File: config.mk
export PLATFORM = sky130hd
export DESIGN_NAME = count_udl_mod
export DESIGN_NICKNAME = d
export VERILOG_FILES = /design/src/rtl/count_udl_mod_pkg.sv /design/src/rtl/count_udl_mod_prescaler.sv /design/src/rtl/count_udl_mod.sv
export SDC_FILE = /design/constraint.sdc
export NUM_CORES = 1
export LEC_CHECK = 0
export CAP_MARGIN = 20
export CORE_ASPECT_RATIO = 0.5
export CORE_MARGIN = 5
export CORE_UTILIZATION = 40
export CTS_BUF_LIST = sky130_fd_sc_hd__clkbuf_16
export DETAILED_ROUTE_END_ITERATION = 7
export PLACE_DENSITY = 0.79
export SLEW_MARGIN = 15
export SYNTH_ARGS = -nofsm -noshare
export SYNTH_HDL_FRONTEND = slang
export SYNTH_HIERARCHICAL = 1
export SYNTH_SLANG_ARGS = --single-unit
File: constraint.sdc
create_clock -name ck -period 2.4 [get_ports ck]
set_input_delay 0.48 -clock ck [delete_from_list [all_inputs] [get_ports ck]]
set_output_delay 0.48 -clock ck [all_outputs]
set_load 0.005 [all_outputs]
File: src/rtl/count_udl_mod_pkg.sv
// rtl/count_udl_mod_pkg.sv - shared constants for the up/down/limit counter
package count_pkg;
   localparam logic MODE_WRAP     = 1'b0;
   localparam logic MODE_SAT      = 1'b1;
   localparam logic UP            = 1'b1;
   localparam logic DOWN          = 1'b0;
   localparam int   DEFAULT_WIDTH = 8;
   localparam int   DEFAULT_PRESC = 4;
endpackage

File: src/rtl/count_udl_mod_prescaler.sv
// rtl/count_udl_mod_prescaler.sv - free-running modulo-PRESC divider, ticks on its last state
module count_prescaler #(
   parameter int PRESC = 4
) (
   input  logic ck,
   input  logic reset_n,
   input  logic en,
   output logic tick
);
   localparam int PW = $clog2(PRESC);
   localparam logic [PW-1:0] LAST = PW'(PRESC - 1);

   logic [PW-1:0] pcnt_q, pcnt_d;

   assign tick = (pcnt_q == LAST);

   always_comb begin
      pcnt_d = pcnt_q;
      if (en) begin
         pcnt_d = tick ? '0 : pcnt_q + PW'(1);
      end
   end

   always_ff @(posedge ck or negedge reset_n) begin
      if (!reset_n) begin
         pcnt_q <= '0;
      end else begin
         pcnt_q <= pcnt_d;
      end
   end
endmodule

File: src/rtl/count_udl_mod.sv
// rtl/count_udl_mod.sv - up/down counter with runtime limit, wrap/saturate, sticky overflow
// Optional prescaler on the step enable: define COUNT_UDL_PRESC_EN.
module count_udl_mod
   import count_pkg::*;
#(
   parameter int WIDTH = DEFAULT_WIDTH,
   parameter int PRESC = DEFAULT_PRESC
) (
   input  logic             ck,
   input  logic             reset_n,
   input  logic             en,
   input  logic             ud,
   input  logic             load,
   input  logic [WIDTH-1:0] d,
   input  logic [WIDTH-1:0] lim,
   input  logic             mode,
   input  logic             clr_ovf,
   output logic [WIDTH-1:0] cnt,
   output logic             tc,
   output logic             ovf
);
   logic [WIDTH-1:0] cnt_q, cnt_d;
   logic             tc_q, tc_d;
   logic             ovf_q, ovf_d;
   logic             step_en;
   logic             boundary;

   if (PRESC < 2) begin : g_bad_presc
      $error("count_udl_mod: PRESC must be at least 2");
   end

`ifdef COUNT_UDL_PRESC_EN
   logic tick;

   count_prescaler #(
      .PRESC(PRESC)
   ) u_presc (
      .ck      (ck),
      .reset_n (reset_n),
      .en      (en),
      .tick    (tick)
   );

   assign step_en = en & tick;
`else
   assign step_en = en;
`endif

   always_comb begin
      cnt_d    = cnt_q;
      boundary = 1'b0;
      if (load) begin
         cnt_d = (d > lim) ? lim : d;
      end else if (step_en) begin
         if (ud == UP) begin
            // >= so a count stranded above a lowered limit still hits the boundary
            if (cnt_q >= lim) begin
               boundary = 1'b1;
               cnt_d    = (mode == MODE_SAT) ? lim : '0;
            end else begin
               cnt_d = cnt_q + WIDTH'(1);
            end
         end else begin
            if (cnt_q == '0) begin
               boundary = 1'b1;
               cnt_d    = (mode == MODE_SAT) ? '0 : lim;
            end else begin
               cnt_d = cnt_q - WIDTH'(1);
            end
         end
      end
      tc_d  = boundary;
      ovf_d = boundary | (ovf_q & ~clr_ovf);
   end

   always_ff @(posedge ck or negedge reset_n) begin
      if (!reset_n) begin
         cnt_q <= '0;
         tc_q  <= 1'b0;
         ovf_q <= 1'b0;
      end else begin
         cnt_q <= cnt_d;
         tc_q  <= tc_d;
         ovf_q <= ovf_d;
      end
   end

   assign cnt = cnt_q;
   assign tc  = tc_q;
   assign ovf = ovf_q;
endmodule
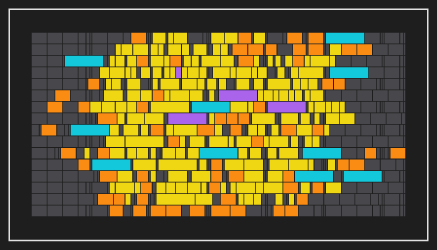
run_1/placement_by_type.png
Fill, decap, tap and diode cells in gray.
Key: cyan = sequential cells [cells 10]; yellow = combinational and other logic [cells 177]; purple = clock drivers and dummy loads [cells 4]; orange = remaining buffers and delay cells [cells 67]

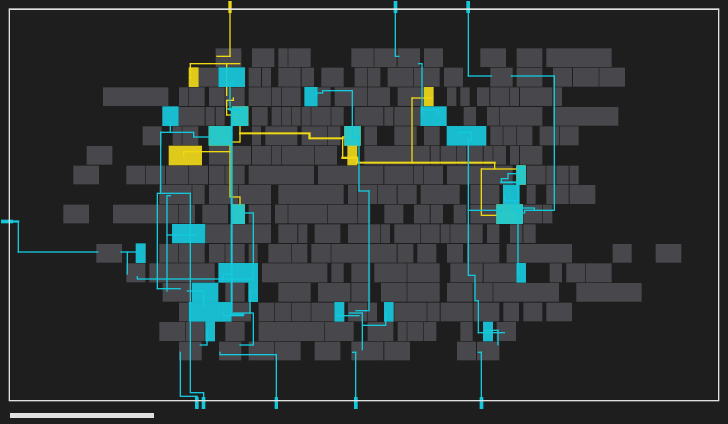
run_1/io_fan.png
Scale bar: 20 microns.
Key: yellow = `mode` [direction input, edge top, end cells 10, buffers 2, wire 125 microns]; cyan = `lim` [direction input, edge 5 bottom, 2 top, 1 left, end cells 25, buffers 14, wire 418 microns]

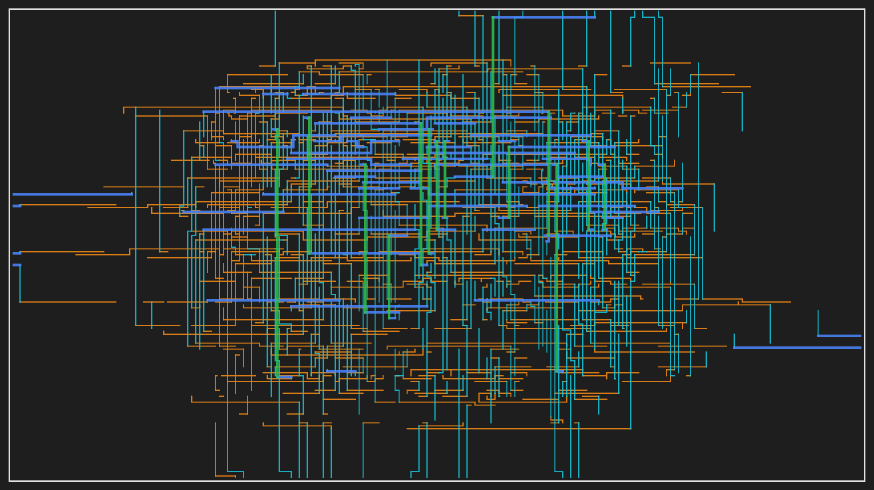
run_1/wires.png
Key: cyan = metal 2 [wire length 2720 microns]; green = metal 4 [wire length 203 microns]; orange = metal 1 [wire length 2350 microns]; blue = metal 3 [wire length 576 microns]

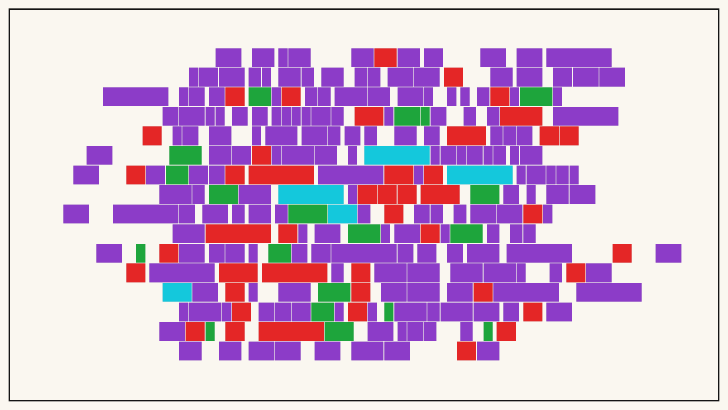
run_1/sizes.png
Key: red = _3 and _4 cells [cells 44, share 17%]; purple = _0 and _1 cells [cells 190, share 74%]; green = _2 cells [cells 19, share 7.4%]; cyan = _6 and larger [cells 5, share 1.9%]

==> metrics.csv, run 1 <==
metric,value,unit
outcome,"finished, final reports clean",
fmax,429,MHz
cts_resized,21,
logic_family,AND-OR/OR-AND gates,
floorplan.core_util,0.407,
yosysUniqueCellTypes,52,
n_clock_buffer,3,
use_met1,0.282,
area.share.sequential,0.108,
drv_cap,0,
yosys-top-cells-count,"20 x nand2_1, 19 x ha_1, 17 x inv_1",
dp_hpwl,4360,microns
warning_count,29,
path_cells,"clkdlybuf4s50_1, inv_2, ha_4, o211ai_1, a31oi_2, nor2_4, or3_1, a211oi_2",
finalMaxSlewViolations,0,
die-width,98.4,microns
clock_sinks,10,
syn_inst,198,
cts_setup_buffers,1,
nFillCells,323,
xor_share,0.0336,
ioPinCount,33,
area_delta_synth_final,47.9,%
die_h,54.2,microns
final_common_cell,buf_4,
ys_ff,10,
cpLargestDelayFamily,AND-OR/OR-AND gates,
p_int,0.000794,W
hold_violations,0,
dominant_cells,multi-input combinational cells,
cts-root-buf,clkbuf_16,
swShare,0.397,
grt_pass1_wl,9270,microns
synthArstFlopShare,1.00,
final_cell_mix,"33 x buf_4, 24 x clkdlybuf4s50_1, 20 x nand2_1, 15 x ha_1, 12 x inv_1",
p_clk,0.000320,W
top_power_group,combinational logic,
top_cell_area_share,0.160,
clk_latency,240,ps
top_area_cell,dfrtp_1,
yosysChipArea,1560,sq um
logic_area,1260,sq um
dpl_cell_area,2130,sq um
wl_per_cell,18.7,microns
tightest_slew,566,ps
crit_fanout,4,
tritoncts,done,
clockBufferDepth,2,
ff_count,10,
taps,54,
pre_cts_ws,-394,ps
rsz0062_at_grt,yes,
hold_ws,475,ps
place_inst,307,
run_1/placement.png
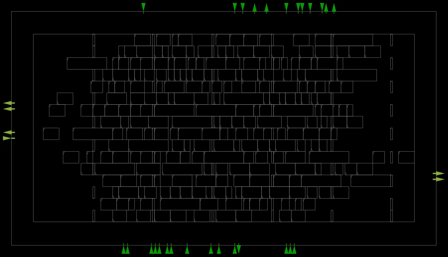

==> run 2: changes to the inputs <==
--- a/config.mk
+++ b/config.mk
@@ -5,13 +5,14 @@
 export SDC_FILE = /design/constraint.sdc
 export NUM_CORES = 1
 export LEC_CHECK = 0
+export ABC_AREA = 1
 export CAP_MARGIN = 20
 export CORE_ASPECT_RATIO = 0.5
 export CORE_MARGIN = 5
 export CORE_UTILIZATION = 40
 export CTS_BUF_LIST = sky130_fd_sc_hd__clkbuf_16
 export DETAILED_ROUTE_END_ITERATION = 7
-export PLACE_DENSITY = 0.79
+export PLACE_DENSITY = 0.78
 export SLEW_MARGIN = 15
 export SYNTH_ARGS = -nofsm -noshare
 export SYNTH_HDL_FRONTEND = slang
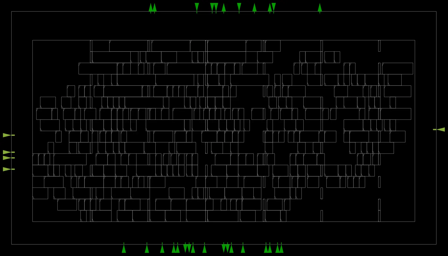
run_2/placement.png
Layout Cells excl Fill: 389
core box area: 3980 sq um

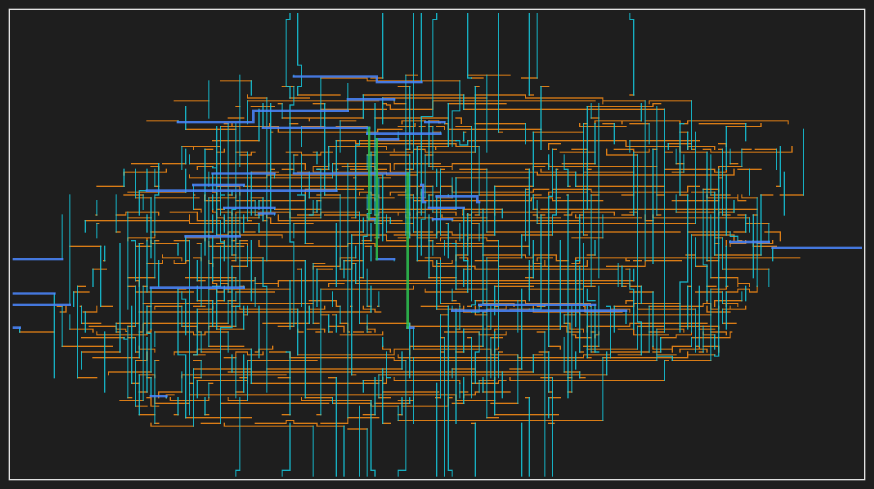
run_2/wires.png
Key: cyan = metal 2 [wire length 2490 microns]; green = metal 4 [wire length 43.5 microns]; orange = metal 1 [wire length 2800 microns]; blue = metal 3 [wire length 231 microns]

==> run 2 against run 1 <==
Power fell by 2.9%. Critical path depth is 6 higher. Die area increased by 6.5%. Area after synthesis up 7.6%. Design area increased by 2.2%. Combinational power down 3.2%. Sequential cell count did not move. Register-to-register slack better by 240 ps. Sequential power grew 5%. Global-route usage fell by 2.3 points.
==> metrics.csv, run 2 <==
metric,value,unit
crit_fanout,8,
finalMaxSlewViolations,0,
fmax,444,MHz
warning_count,28,
hold_violations,0,
ff_count,10,
swShare,0.420,
n_clock_buffer,3,
die_h,55.9,microns
p_int,0.000743,W
dominant_cells,multi-input combinational cells,
clock_sinks,10,
die-width,102,microns
rsz0062_at_grt,no,
topCellsByArea,"nand2_1 18%, dfrtp_1 15%, ha_1 14%",
wl_per_cell,14.3,microns
p_per_area,542,nW/um^2
outcome,"finished, final reports clean",
cpLargestDelayFamily,buffers and inverters,
tritoncts,done,
dpl_cell_area,2250,sq um
ys_ff,10,
pre_cts_ws,-173,ps
grt.overflow.total,0,
synthArstFlopShare,1.00,
xor_share,0.0416,
clk_latency,230,ps
clockBufferDepth,2,
logic_gates,227,
place_inst,384,
tightest_slew,508,ps
top_power_group,combinational logic,
dieArea,5680,sq um
syn_inst,276,
startpoint,lim[3],
setup_violations,0,
ioPinCount,33,
maxUsedRoutingLayer,met4,
final_common_cell,nand2_1,
top_area_cell,nand2_1,
top_cell_area_share,0.183,
area_delta_synth_final,40.4,%
yosys-top-cells-count,"82 x nand2_1, 40 x nor2_1, 32 x nand3_1, 30 x inv_1, 20 x a21oi_1",
yosysUniqueCellTypes,29,
dp_hpwl,4680,microns
diodes,0,
drv_cap,0,
hold_ws,564,ps
cts-root-buf,clkbuf_16,
nFillCells,363,
cts_setup_buffers,0,
p_clk,0.000293,W
grt_pass1_wl,8870,microns
Power figures rest on the tool's default switching activity, not on a simulated workload.
